`src/rtl/muldiv_ctrl_if.sv`:
```
// Command/result bundle between the EX stage and the HI/LO multiply/divide unit.
// The master issues commands; the slave owns HI/LO and reports busy/done.
interface muldiv_ctrl_if #(
  parameter int WIDTH = 32
);
  logic             start;
  logic [2:0]       op;
  logic [WIDTH-1:0] a;
  logic [WIDTH-1:0] b;
  logic             busy;
  logic             done;
  logic [WIDTH-1:0] hi;
  logic [WIDTH-1:0] lo;

  modport master (output start, op, a, b, input busy, done, hi, lo);
  modport slave  (input start, op, a, b, output busy, done, hi, lo);
endinterface

```
`src/rtl/muldiv_ctrl.sv`:
```
// Iterative MIPS HI/LO multiply/divide sequencer: one shift-add or restoring
// shift-subtract step per cycle on a shared 2*WIDTH accumulator, then sign fix-up.
module muldiv_ctrl #(
  parameter int WIDTH = 32
) (
  input  logic          clk,
  input  logic          rst_n,
  muldiv_ctrl_if.slave  bus
);
  localparam int CW = $clog2(WIDTH + 1);

  localparam logic [2:0] OP_MULT  = 3'b001;
  localparam logic [2:0] OP_MULTU = 3'b010;
  localparam logic [2:0] OP_DIV   = 3'b011;
  localparam logic [2:0] OP_DIVU  = 3'b100;
  localparam logic [2:0] OP_MTHI  = 3'b101;
  localparam logic [2:0] OP_MTLO  = 3'b110;

  typedef enum logic [1:0] {IDLE, MUL, DIV, FIX} state_t;

  state_t             state_q, state_d;
  logic [CW-1:0]      cnt_q, cnt_d;
  logic [2*WIDTH-1:0] acc_q, acc_d;
  logic [WIDTH-1:0]   opB_q, opB_d;
  logic               signA_q, signA_d;
  logic               signB_q, signB_d;
  logic               isDiv_q, isDiv_d;
  logic               divZero_q, divZero_d;
  logic [WIDTH-1:0]   hi_q, hi_d;
  logic [WIDTH-1:0]   lo_q, lo_d;
  logic               done_q, done_d;

  logic               isSignedOp;
  logic               isDivOp;
  logic [WIDTH-1:0]   magA;
  logic [WIDTH-1:0]   magB;
  logic [WIDTH:0]     mulSum;
  logic [WIDTH:0]     divShift;
  logic [WIDTH:0]     divDiff;
  logic [WIDTH-1:0]   quo;
  logic [WIDTH-1:0]   rem;

  // Accumulator holds {partial product, multiplier} for MUL and {remainder, quotient} for DIV.
  always_comb begin
    state_d    = state_q;
    cnt_d      = cnt_q;
    acc_d      = acc_q;
    opB_d      = opB_q;
    signA_d    = signA_q;
    signB_d    = signB_q;
    isDiv_d    = isDiv_q;
    divZero_d  = divZero_q;
    hi_d       = hi_q;
    lo_d       = lo_q;
    done_d     = 1'b0;

    isSignedOp = (bus.op == OP_MULT) || (bus.op == OP_DIV);
    isDivOp    = (bus.op == OP_DIV) || (bus.op == OP_DIVU);
    magA       = (isSignedOp && bus.a[WIDTH-1]) ? (~bus.a + 1'b1) : bus.a;
    magB       = (isSignedOp && bus.b[WIDTH-1]) ? (~bus.b + 1'b1) : bus.b;

    mulSum     = {1'b0, acc_q[2*WIDTH-1:WIDTH]} + (acc_q[0] ? {1'b0, opB_q} : '0);
    divShift   = acc_q[2*WIDTH-1:WIDTH-1];
    divDiff    = divShift - {1'b0, opB_q};
    quo        = acc_q[WIDTH-1:0];
    rem        = acc_q[2*WIDTH-1:WIDTH];

    case (state_q)
      IDLE: begin
        if (bus.start) begin
          case (bus.op)
            OP_MULT, OP_MULTU, OP_DIV, OP_DIVU: begin
              signA_d   = isSignedOp & bus.a[WIDTH-1];
              signB_d   = isSignedOp & bus.b[WIDTH-1];
              isDiv_d   = isDivOp;
              divZero_d = (bus.b == '0);
              opB_d     = isDivOp ? magB : magA;
              acc_d     = {{WIDTH{1'b0}}, (isDivOp ? magA : magB)};
              cnt_d     = CW'(WIDTH);
              state_d   = isDivOp ? DIV : MUL;
            end
            OP_MTHI: hi_d = bus.a;
            OP_MTLO: lo_d = bus.a;
            default: ;
          endcase
        end
      end
      MUL: begin
        acc_d = {mulSum, acc_q[WIDTH-1:1]};
        cnt_d = cnt_q - 1'b1;
        if (cnt_q == CW'(1)) state_d = FIX;
      end
      DIV: begin
        if (!divDiff[WIDTH]) acc_d = {divDiff[WIDTH-1:0], acc_q[WIDTH-2:0], 1'b1};
        else                 acc_d = {divShift[WIDTH-1:0], acc_q[WIDTH-2:0], 1'b0};
        cnt_d = cnt_q - 1'b1;
        if (cnt_q == CW'(1)) state_d = FIX;
      end
      FIX: begin
        // A zero divisor yields an all-ones quotient magnitude; force it so signed DIV matches DIVU.
        if (isDiv_q) begin
          lo_d = divZero_q ? '1 : ((signA_q ^ signB_q) ? (~quo + 1'b1) : quo);
          hi_d = signA_q ? (~rem + 1'b1) : rem;
        end else begin
          {hi_d, lo_d} = (signA_q ^ signB_q) ? (~acc_q + 1'b1) : acc_q;
        end
        done_d  = 1'b1;
        state_d = IDLE;
      end
      default: state_d = IDLE;
    endcase
  end

  always_ff @(posedge clk) begin
    if (!rst_n) begin
      state_q   <= IDLE;
      cnt_q     <= '0;
      acc_q     <= '0;
      opB_q     <= '0;
      signA_q   <= 1'b0;
      signB_q   <= 1'b0;
      isDiv_q   <= 1'b0;
      divZero_q <= 1'b0;
      hi_q      <= '0;
      lo_q      <= '0;
      done_q    <= 1'b0;
    end else begin
      state_q   <= state_d;
      cnt_q     <= cnt_d;
      acc_q     <= acc_d;
      opB_q     <= opB_d;
      signA_q   <= signA_d;
      signB_q   <= signB_d;
      isDiv_q   <= isDiv_d;
      divZero_q <= divZero_d;
      hi_q      <= hi_d;
      lo_q      <= lo_d;
      done_q    <= done_d;
    end
  end

  assign bus.busy = (state_q != IDLE);
  assign bus.done = done_q;
  assign bus.hi   = hi_q;
  assign bus.lo   = lo_q;
endmodule

```
`src/flat_wrapper.sv`:
```
// flat-port wrapper written by rule: the top's interface ports become plain ports
module muldiv_ctrl_flat 
#(
  parameter int WIDTH = 32
)
  (clk, rst_n, bus_start, bus_op, bus_a, bus_b, bus_busy, bus_done, bus_hi, bus_lo);
  muldiv_ctrl_if #(.WIDTH(WIDTH)) bus_i ();
  input  logic clk;
  input  logic rst_n;
  input wire logic [$bits(bus_i.start)-1:0] bus_start;
  input wire logic [$bits(bus_i.op)-1:0] bus_op;
  input wire logic [$bits(bus_i.a)-1:0] bus_a;
  input wire logic [$bits(bus_i.b)-1:0] bus_b;
  output wire logic [$bits(bus_i.busy)-1:0] bus_busy;
  output wire logic [$bits(bus_i.done)-1:0] bus_done;
  output wire logic [$bits(bus_i.hi)-1:0] bus_hi;
  output wire logic [$bits(bus_i.lo)-1:0] bus_lo;
  assign bus_i.start = bus_start;
  assign bus_i.op = bus_op;
  assign bus_i.a = bus_a;
  assign bus_i.b = bus_b;
  assign bus_busy = bus_i.busy;
  assign bus_done = bus_i.done;
  assign bus_hi = bus_i.hi;
  assign bus_lo = bus_i.lo;
  muldiv_ctrl #(.WIDTH(WIDTH)) u_core (.clk(clk), .rst_n(rst_n), .bus(bus_i));
endmodule
```
`config.mk`:
```
export PLATFORM = sky130hd
export DESIGN_NAME = muldiv_ctrl_flat
export DESIGN_NICKNAME = d
export VERILOG_FILES = /design/src/rtl/muldiv_ctrl_if.sv /design/src/rtl/muldiv_ctrl.sv /design/src/flat_wrapper.sv
export SDC_FILE = /design/constraint.sdc
export NUM_CORES = 1
export LEC_CHECK = 0
export ABC_AREA = 1
export CELL_PAD_IN_SITES_DETAIL_PLACEMENT = 1
export CELL_PAD_IN_SITES_GLOBAL_PLACEMENT = 1
export CORE_MARGIN = 1
export CORE_UTILIZATION = 41
export CTS_CLUSTER_SIZE = 8
export DETAILED_ROUTE_END_ITERATION = 8
export PLACE_DENSITY_LB_ADDON = 0.1
export SLEW_MARGIN = 30
export SYNTH_ARGS = -nofsm -noshare
export SYNTH_HDL_FRONTEND = slang
export SYNTH_SLANG_ARGS = --single-unit
```
`constraint.sdc`:
```
create_clock -name clk -period 3.59 [get_ports clk]
set_input_delay 0.8975 -clock clk [delete_from_list [all_inputs] [get_ports clk]]
set_output_delay 0.8975 -clock clk [all_outputs]
set_load 0.005 [all_outputs]
```
==> run_1/cell_classes.png <==
Scale bar: 50 µm. Fill, decap, tap and diode cells in grey.
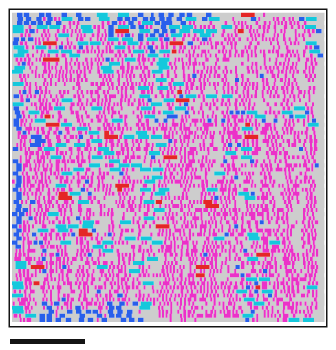
Key: cyan = flip-flops [cells 173, share of their area 17%]; red = clock drivers and dummy loads [cells 32, share of their area 3.1%]; blue = other buffers and delay cells [cells 215, share of their area 10%]; magenta = all other logic [cells 2916, share of their area 70%]

==> run_1/met2.png <==
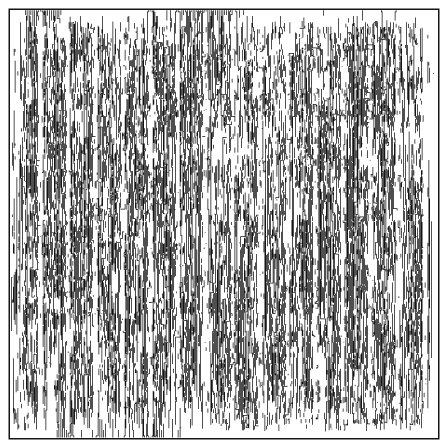
The layer carries 41.8 mm of wire. The layer holds 44% of the routed length. The wires run mostly vertical. 3044 nets have wire on it. The longest straight run is 105 µm.
GR met2 Demand/Resource: 0.672
vias: 23200

==> results.sh, run 1 <==
# yosys + openroad results
export IMPL_fp_util=0.416
export IMPL_clock_sinks=173
export IMPL_grt_pass1_wl_um=142000
export IMPL_hpwlAfterDp_um=78300
export IMPL_xor_area_frac=0.0361
export IMPL_synthTopCellsByArea="dfxtp_1 (19%), nand2_1 (19%), inv_1 (9.0%)"
export IMPL_rsz0062_at_grt="no"
export IMPL_clock_root_buffer="clkbuf_16"
export IMPL_drc=0
export IMPL_grt_overflow=0
export IMPL_finish_utilization=0.482
export IMPL_cts_clk_slew_worst_paths_ns=0.09
export IMPL_ys_sh_aoi=0.193
export IMPL_nets=3470
export IMPL_reg2reg_depth=16
export IMPL_rr_startpoint="u_core.acc_q[53]"
export IMPL_comb_area_mm2=0.0123
export IMPL_sh_seq_area=0.166
export IMPL_ys_sh_adder=0.0545
export IMPL_synth_area_mm2=0.0180
export IMPL_setup_worst_path_class="flip-flop to flip-flop"
export IMPL_holdWs_ns=0.547
export IMPL_clkLatencyLatePin_ns=0.52
export IMPL_yosysChipArea_mm2=0.0180
export IMPL_cp_max_fo=26
export IMPL_synth_cells=3213
export IMPL_antenna_found_initial=1
export IMPL_total_power_mw=12.5
export IMPL_ys_top_cells_by_count="nand2_1 (911), inv_1 (432), nor2_1 (337)"
export IMPL_min_delay_worst_endpoint="u_core.cnt_q[0]"
export IMPL_synthesis_nets=3360
export IMPL_path_common_cell="nand2_1"
export IMPL_mostFrequentLayoutCells="nand2_1 (910), inv_1 (431), nor2_1 (333), nand3_1 (276), a21oi_1 (237)"
export IMPL_setup_viol=0
export IMPL_arrival_ns=3.53
export IMPL_worst_path_stages=16
export IMPL_finalSetupTns_ns=0
export IMPL_numSequentialCells=173
export IMPL_die_x_um=211
export IMPL_status="finished clean"
export IMPL_crit_end="u_core.acc_q[52]"
export IMPL_fin_skew_ns=0.0146
export IMPL_top_register="u_core.acc_q"
export IMPL_seq_area_mm2=0.00346
export IMPL_crit_chain="ha_1 > nand2_1 > inv_2 > nand2_1 > nand2_1 > clkinv_1 > nand2_1 > a21oi_4 > nand2_2 > nand2_4 > buf_4 > nand3_1 > nand3_2 > nand2_1 > nand2_1 > a21oi_2"
export IMPL_worstHoldPathCells=2
export IMPL_drtIter0Drc=2329
export IMPL_crit_slowest_cell="dfxtp_1"
export IMPL_place_area_mm2=0.0202
export IMPL_yosysTopAreaCell="dfxtp_1"
export IMPL_max_cap_violations=0
export IMPL_comb_cells=2462
export IMPL_top_logic_kind="simple AND/OR/NAND/NOR gates"
export IMPL_path_buffers=3
export IMPL_cp_end_kind="flip-flop"
export IMPL_slew_viol_final=0
export IMPL_critical_path_top_delay_family="simple AND/OR/NAND/NOR gates"
export IMPL_cts_resized=0
export IMPL_cts_setup_buffers=0
export IMPL_n_antenna_cell=0
export IMPL_finalHoldViolCount=0
export IMPL_vdd_ir_drop_worst_v=0.00105
export IMPL_firstDrtPassIters=7
export IMPL_hp_start="u_core.cnt_q[0]"
export IMPL_pin_count=136
export IMPL_dpl_cell_count=3889
export IMPL_fillers=6221
export IMPL_numCtsBuffers=17
export IMPL_holdBufCountCts=0
export IMPL_layout_top_cell="nand2_1"
export IMPL_power_density_mw_per_mm2=600
export IMPL_p_leak_nw=10.3
export IMPL_max_stage_delay_ns=0.68
export IMPL_track_usage=0.429
export IMPL_timing_rr_end="u_core.acc_q[52]"
export IMPL_clkCellAreaFrac=0.0297
export IMPL_simple_gate_share=0.400
export IMPL_fin_crit_sh=0.868
export IMPL_drt_wl_total_um=96000
export IMPL_ys_flop_type="dfxtp_1"
export IMPL_finalNonFillerCells=3921
export IMPL_h_tree_depth=4
export IMPL_antenna_left=0
export IMPL_largest_register_ffs=64
export IMPL_async_flop_share=0
export IMPL_synth_flops=173
export IMPL_comb_share=0.590
export IMPL_drive_above_1_share=0.0612
export IMPL_warning_count=31
export IMPL_dp_slack_ns=0.195
export IMPL_critPathLaunchType="flip-flop"
export IMPL_dieArea_mm2=0.0447
export IMPL_grt_max_degree=97
export IMPL_synth_warnings=0
==> run_1/drive_strength.png <==
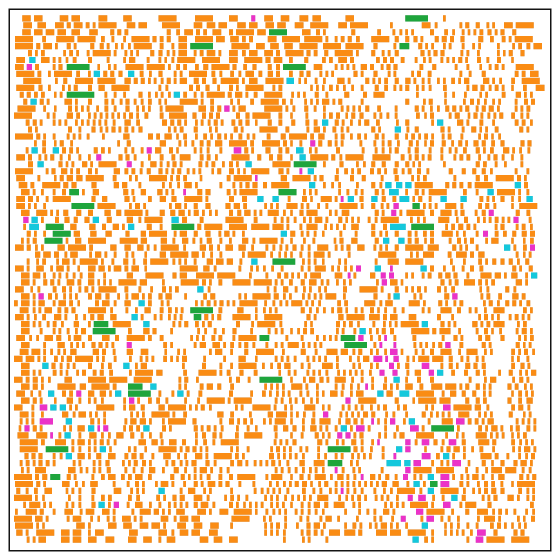
Key: magenta = drive 2 [cells 86, share 2.6%]; orange = drive 1 or less [cells 3132, share 94%]; green = drive 6 and up [cells 34, share 1.0%]; cyan = drive 3 to 4 [cells 84, share 2.5%]
Non-clock buffers: 215
post-route cell area: 0.0208 mm²
Layout Area Growth over Synthesis: 15.9%
final worst-path setup slack: 0.473 ns

[run 1: power by group]
group	leakage (nW)	total [mW]	switching, mW	internal [mW]
clock network	0.302	2.07	1.06	1.01
registers	1.41	2.56	0.343	2.22
logic	8.58	7.87	5.60	2.27
total	10.3	12.5	7.00	5.49
[run 1: layer usage]
layer	part of all wire	routed length [µm]	GRT usage	vias to the layer above
met4	0.086	8220	0.325	0
li1	-	-	-	10700
met1	0.40	38400	0.528	11100
met3	0.079	7620	0.0702	304
met5	0	0	0	-
met2	0.44	41800	0.672	1098
[run 1: cell families (layout without fill, tap and decap cells)]
kind of cell	after synthesis	count (layout)
AND-OR/OR-AND	612	612
XOR/XNOR	74	74
adder cells (fa/ha/maj)	77	77
buffers and inverters	578	701
flip-flops	173	173
AND/OR/NAND/NOR	1699	1699
==> run_1/final_clocks.png <==
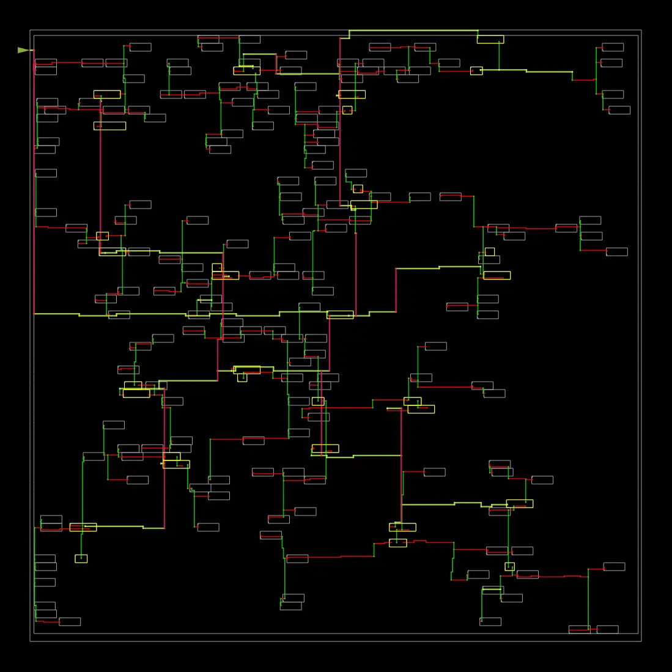

==> run 1 -> run 2 <==
--- a/config.mk
+++ b/config.mk
@@ -8,6 +8,7 @@
 export ABC_AREA = 1
 export CELL_PAD_IN_SITES_DETAIL_PLACEMENT = 1
 export CELL_PAD_IN_SITES_GLOBAL_PLACEMENT = 1
+export CORE_ASPECT_RATIO = 0.5
 export CORE_MARGIN = 1
 export CORE_UTILIZATION = 41
 export CTS_CLUSTER_SIZE = 8
==> run_2/final_clocks.png <==
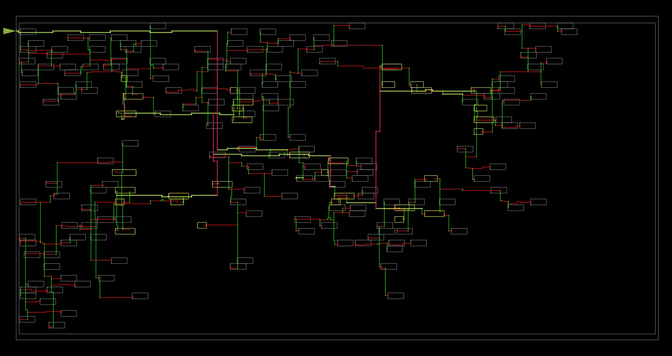
Late-Pin Clk Latency: 0.48 ns
Clk power: 2.10 mW

==> results.sh, run 2 <==
# yosys + openroad results
export IMPL_path_common_cell="nand2_1"
export IMPL_yosysChipArea_mm2=0.0180
export IMPL_holdWs_ns=0.493
export IMPL_clkPwrFrac=0.166
export IMPL_fin_skew_ns=0.0257
export IMPL_simple_gate_share=0.400
export IMPL_clock_root_buffer="clkbuf_16"
export IMPL_synthTopCellsByArea="dfxtp_1 (19%), nand2_1 (19%), inv_1 (9.0%)"
export IMPL_antenna_found_initial=4
export IMPL_layout_top_cell="nand2_1"
export IMPL_synth_warnings=0
export IMPL_worstHoldPathCells=2
export IMPL_firstDrtPassIters=6
export IMPL_rsz0062_at_grt="no"
export IMPL_ys_sh_adder=0.0545
export IMPL_vias=23500
export IMPL_finalNonFillerCells=3930
export IMPL_ys_flop_type="dfxtp_1"
export IMPL_ys_cells=3213
export IMPL_rr_startpoint="u_core.acc_q[0]"
export IMPL_grt_pass1_wl_um=146000
export IMPL_p_leak_nw=10.4
export IMPL_vdd_ir_drop_worst_v=0.00120
export IMPL_critical_path_top_delay_family="simple AND/OR/NAND/NOR gates"
export IMPL_slew_viol_final=0
export IMPL_area_growth_pct=16.9
export IMPL_finish_utilization=0.493
export IMPL_fp_util=0.422
export IMPL_crit_chain="buf_12 > nand2_1 > inv_1 > ha_1 > inv_1 > fa_1 > inv_1 > nand2_1 > o21ai_0 > buf_4 > nand2_1 > nand3_1 > nand4_1 > nand3_1 > nand3_1 > nand2_1 > nand2_1 > a21oi_2"
export IMPL_largest_register_ffs=64
export IMPL_p_comb_mw=7.96
export IMPL_min_delay_worst_endpoint="u_core.divZero_q"
export IMPL_p_comb_frac=0.630
export IMPL_cts_clk_slew_worst_paths_ns=0.10
export IMPL_finalSetupTns_ns=0
export IMPL_async_flop_share=0
export IMPL_p_int_mw=5.53
export IMPL_synth_area_mm2=0.0180
export IMPL_fin_crit_sh=0.935
export IMPL_status="finished clean"
export IMPL_top_logic_kind="simple AND/OR/NAND/NOR gates"
export IMPL_crit_end="u_core.acc_q[59]"
export IMPL_arrival_ns=3.76
export IMPL_fillers=6096
export IMPL_drive_above_1_share=0.0657
export IMPL_hpwlAfterDp_um=82100
export IMPL_ys_top_cells_by_count="nand2_1 (911), inv_1 (432), nor2_1 (337)"
export IMPL_total_power_mw=12.6
export IMPL_drtIter0Drc=2681
export IMPL_power_switching_mw=7.10
export IMPL_max_cap_violations=0
export IMPL_critPathLaunchType="flip-flop"
export IMPL_antenna_left=0
export IMPL_cp_max_fo=24
export IMPL_xor_area_frac=0.0361
export IMPL_max_stage_delay_ns=0.48
export IMPL_mostFrequentLayoutCells="nand2_1 (910), inv_1 (430), nor2_1 (333), nand3_1 (276), a21oi_1 (237)"
export IMPL_numCtsBuffers=17
export IMPL_maxPowerGroup="combinational cells"
export IMPL_h_tree_depth=4
export IMPL_setup_viol=0
export IMPL_fin_area_mm2=0.0210
export IMPL_reg2reg_depth=18
export IMPL_setup_ws_ns=0.232
export IMPL_die_x_um=298
export IMPL_crit_slowest_cell="fa_1"
export IMPL_setup_worst_path_class="flip-flop to flip-flop"
export IMPL_nets=3485
export IMPL_synth_cells=3213
export IMPL_cp_end_kind="flip-flop"
export IMPL_synth_flops=173
export IMPL_drc=0
export IMPL_track_usage=0.440
export IMPL_grt_overflow=0
export IMPL_dieArea_mm2=0.0447
export IMPL_pin_count=136
export IMPL_cts_resized=0
export IMPL_power_density_mw_per_mm2=602
export IMPL_comb_area_mm2=0.0123
export IMPL_place_area_mm2=0.0204
export IMPL_dp_slack_ns=0.240
export IMPL_yosysTopAreaCell="dfxtp_1"
export IMPL_p_sw_frac=0.562
export IMPL_grt_max_degree=90
export IMPL_top_register="u_core.acc_q"
export IMPL_warning_count=31
export IMPL_timing_rr_end="u_core.acc_q[59]"
export IMPL_synthesis_nets=3360
export IMPL_pwr_share_seq=0.204
==> run_2/gate_families.png <==
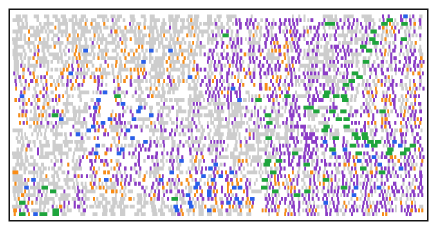
Key: green = adder and majority cells [cells 77, most used ha_1, where widely spread]; orange = NOR gates [cells 398, most used nor2_1, where widely spread]; blue = XOR/XNOR gates [cells 74, most used xor2_1]; purple = NAND gates [cells 1277, most used nand2_1, where widely spread]

==> run 2: final cells by class <==
| type | instances | area share |
|---|---|---|
| Antenna cell | 2 | 0.000238 |
| Clock buffer | 18 | 0.0209 |
| Clock inverter | 14 | 0.00918 |
| Inverter | 454 | 0.0812 |
| Multi-Input combinational cell | 2462 | 0.586 |
| Sequential cell | 173 | 0.165 |
| Tap cell | 577 | 0.0344 |
| Timing Repair Buffer | 230 | 0.103 |
==> run 2: routing by layer <==
layer / wire length, µm / track usage
met1: 44400 / 0.611
met2: 40100 / 0.647
met3: 11900 / 0.122
met4: 3830 / 0.150
met5: 27 / 0
Power is estimated from default activity; no workload was simulated.
